Design mc_controller_v2, sky130hd; sources not shown.
Routed metal per tile:
The die is cut into 15 by 15 equal tiles; black is low, pale yellow is high, scaled to the fullest tile. Values are wire area over tile area, all layers added.
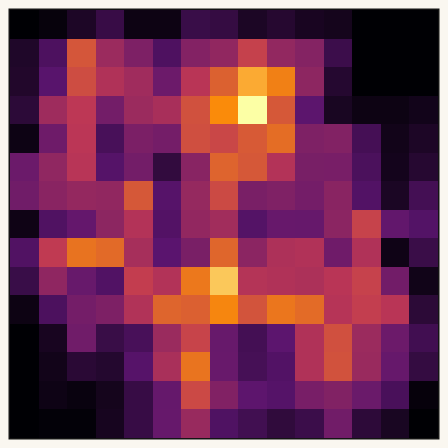
fullest tile: 0.70
emptiest ninth of the die: upper right
mean over tiles: 0.21
wire length per cell after detailed routing: 15.7 µm
total via count after detailed routing: 2866
overall track demand over capacity in global routing: 25.0%
routed wire length: 7.48 mm

Where the registers sit:
Other sequential cells in the stronger gray, the rest of the logic in the fainter gray.
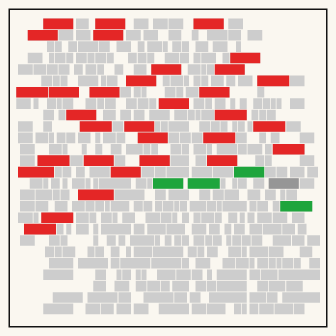
legend:
  green:
    signal: state_q
    placed_flops: 4
  red:
    signal: retired
    placed_flops: 32
not colored: 1
final core occ: 74.2%
fraction of standard cell area that is sequential: 20.0%

==> run summary <==
Results of the run.

The type of destination of the critical path is a flip-flop. The first-pass iteration count of the detailed router is 5. After detailed placement, the design holds a cell count of 463. The die is 75.4 µm wide. Clock tree synthesis selected as its root buffer the cell clkbuf_8. Between the synthesized netlist and the finished layout, the area growth was recorded as 57.4%. Per the log, the first TritonRoute iteration ended with a DRC count of 295. The floorplan step defined a core boundary enclosing 0.00514 mm². OpenROAD reports that the post-layout worst path occupies 99.3% of the period. The later pin in the worst-skew pair is clocked with a latency of 290 ps.

The maximum fanout along the worst path is 22. The register with the most flip-flops in the layout has 32 of them. The largest voltage drop on the vdd net is 0.000458 V.

The final-layout fill cell count is 399. The floorplan utilization is 47.2%. The clock net in this run drives a total of 37 sinks. The worst relative slew slack is 64.3%. The commonest register cell is dfxtp_1. The number of levels in the clock H-tree is 2. The initial antenna violation count is 0.

The chip occupies 0.00568 mm². The count of buffers added on input and output ports is 67. Entering global routing, the biggest net connects 34 pins. Warnings raised by the tools during the run amount to 28. Of the total power, registers draw 32.9%.

Per the final report, max-transition violations number 0. For reference, the clock transition at the flip-flops on the worst setup and hold paths is 70 ps. The final setup violation count is 0. TritonCTS built the clock tree. The leakage component of the power is 1.28 nW. In this run the biggest area consumer among cell types represents 30.6% of the synthesized area. The number of buffers created by CTS is 5. The synthesis report lists the Yosys warning total as 0. The total cell area reported by yosys after synthesis is 0.00242 mm². The first global-routing pass estimated 11.1 mm of wire. The category of the worst setup path launch point is an input pin.

On the critical path, the stage with the largest delay is an instance of or4b_4. The maximum root-to-sink buffer count is 2. The number of synthesized register bits is 37.

The cell row count is 26. The worst stage delay on the critical path is 610 ps. In the setup report, the worst path falls into the class input pin to flip-flop. The flow ran to the end, and the final reports show no timing, DRC or antenna violations. The layout cell share with drive strength beyond 1 is 27.1%. The count of pins on the block boundary is 68. The clock network burns 24.5% of the power. The pin closest to its max-slew limit shows a slew of 531 ps. The flow reported a cell area power density of 543 mW/mm². Yosys attributes the largest share of cell area to dfxtp_1, a21oi_1, xnor2_1. Summed over all layers, the global routing overflow is 0. The number of nets at the end of the flow is 423. In the Yosys report, the sequential cells make up 30.6% of the chip area. The class of the tightest hold or removal check is flip-flop to flip-flop. A synthesized cell averages 7.62 µm².

The peak clock frequency supported by timing is 438 MHz. Of the total power, the share spent switching nets is 37.5%. The average via count per standard cell is 6.02. After detailed routing, the number of remaining DRC violations is 0. Counting flops with a built-in enable in the synthesized netlist gives 0. The slack of the worst reg-to-reg path is 30 ps. Combinational logic is responsible for 42.5% of the overall power. The data arrival time of the worst path is 2450 ps.

The final timing report derives a shortest allowable period of 2280 ps. The detail route stage leaves a number of antenna-violating nets equal to 0. The leading cell type by number of instances after synthesis is dfxtp_1. Clock skew on the completed layout was measured at 3.73 ps.

The reported max-cap violation count is 0. After the flow finishes, the layout carries non-filler instances totaling 476. The signal on the critical path passes through clkdlybuf4s50_1, nor2b_1, o21a_4, or4b_4, o41ai_1, a21oi_1. Routability-driven placement finished with a final weighted congestion of 0.871. The number of distinct standard cells referenced by the synthesized netlist is 49. In the power breakdown, the internal column shows 1.30 mW.

The number of cells traversed by the worst register-to-register path is 5. The power report puts the net switching power at 0.776 mW. In this run the cell area of the synthesized design comes to 0.00242 mm².

The number of global-route vias before repair came to 2397. The quantity of hold-fixing buffers added after cts is 0. Hold-check failures listed in the final report amount to 0. The number of antenna repair diodes is 0. In the placement report, post-DP HPWL is listed as 5.04 mm. In this run the vertical extent of the chip is 75.4 µm. The share of synthesized registers carrying an async set or reset is 0%. The top cell type by total area after synthesis is dfxtp_1. The data required time at the worst endpoint is 2460 ps. The number of nets at floorplan is 336. The worst hold path was traced through 2 stages.

Synthesis produced 318 cells. The cell total in the yosys stat output is 318. Setup repair after global routing could not meet its margin everywhere. The synthesis run shows the most used standard cells to be dfxtp_1, a21oi_1, nand2_1.
## power groups by stage
stage / Sequential (mW) / Combinational, mW / Clock (mW)
2_1_floorplan: 0.706 / 0.504 / 0
3_3_place_gp: 0.697 / 0.827 / 0
3_5_place_dp: 0.697 / 0.843 / 0
4_1_cts: 0.684 / 0.853 / 0.510
5_1_grt: 0.685 / 0.935 / 0.546
6_report: 0.682 / 0.881 / 0.509
## layout by cell type, fill, tap and decap left out, drive strengths merged, types with 4 or more instances in the layout
cell	n
buf	53
clkdlybuf4s50	42
dfxtp	37
a21oi	27
nand2	25
nor2	21
nor3	17
xnor2	15
nand3	15
o21ai	13
or4	12
nand4	11
o31ai	10
nor4	10
clkbuf	9
inv	8
or3	6
nand2b	6
nor2b	5
nand4b	5
dlymetal6s2s	5
nor4b	4
o41ai	4
and4	4
o22ai	4
a211oi	4
## cell families after synthesis
| group | after synthesis | synth area share, % |
|---|---|---|
| AND/OR/NAND/NOR | 156 | 37.3 |
| AND-OR/OR-AND | 74 | 19.6 |
| flip-flops | 37 | 30.6 |
| buffers and inverters | 32 | 5.47 |
| XOR/XNOR | 17 | 6.14 |
| multiplexers | 1 | 0.413 |
| adder cells (fa/ha/maj) | 1 | 0.516 |
## repair_timing
| action | 4_1_cts | 5_1_grt |
|---|---|---|
| setup endpoints to repair | 4 | 10 |
| buffers inserted | 1 | 4 |
| gates resized | 10 | 22 |
| pin swaps | 2 | 5 |
## worst max-delay path, delay by kind of cell
| kind | cells | cell delay [ps] |
|---|---|---|
| compound gates | 3 | 820 |
| buf+inv | 1 | 480 |
| simple gates | 2 | 670 |
## per-layer routing
metal  wire, µm  GRT usage [%]  vias up
met4        145           6.17        0
met1       3200           35.3     1361
met5          0              0        -
li1           -              -     1370
met3        448           5.82       21
met2       3680           38.6      114
## metrics by stage
| step | worst slack [ps] | hold WS [ps] | power [mW] | TNS (ps) | instance area [µm²] |
|---|---|---|---|---|---|
| 2_1_floorplan | -361 | 588 | 1.21 | -361 | 2540 |
| 3_3_place_gp | -252 | 473 | 1.52 | -3470 | 3570 |
| 3_5_place_dp | -291 | 485 | 1.54 | -4390 | 3570 |
| 4_1_cts | 5.10 | 496 | 2.05 | 0 | 3710 |
| 5_1_grt | -29.7 | 518 | 2.17 | -34.9 | 3810 |
| 6_report | 15.8 | 487 | 2.07 | 0 | 3810 |
## cell type report
class,count,area [µm²],area share [%]
Clock inverter,1,5.00,0.131
Multi-Input combinational cell,249,1700,44.6
Inverter,8,30.0,0.787
Clock buffer,7,96.3,2.53
Sequential cell,37,763,20.0
Timing Repair Buffer,104,1130,29.6
Tap cell,70,87.6,2.30
Power figures rest on the tool's default switching activity, not on a simulated workload.
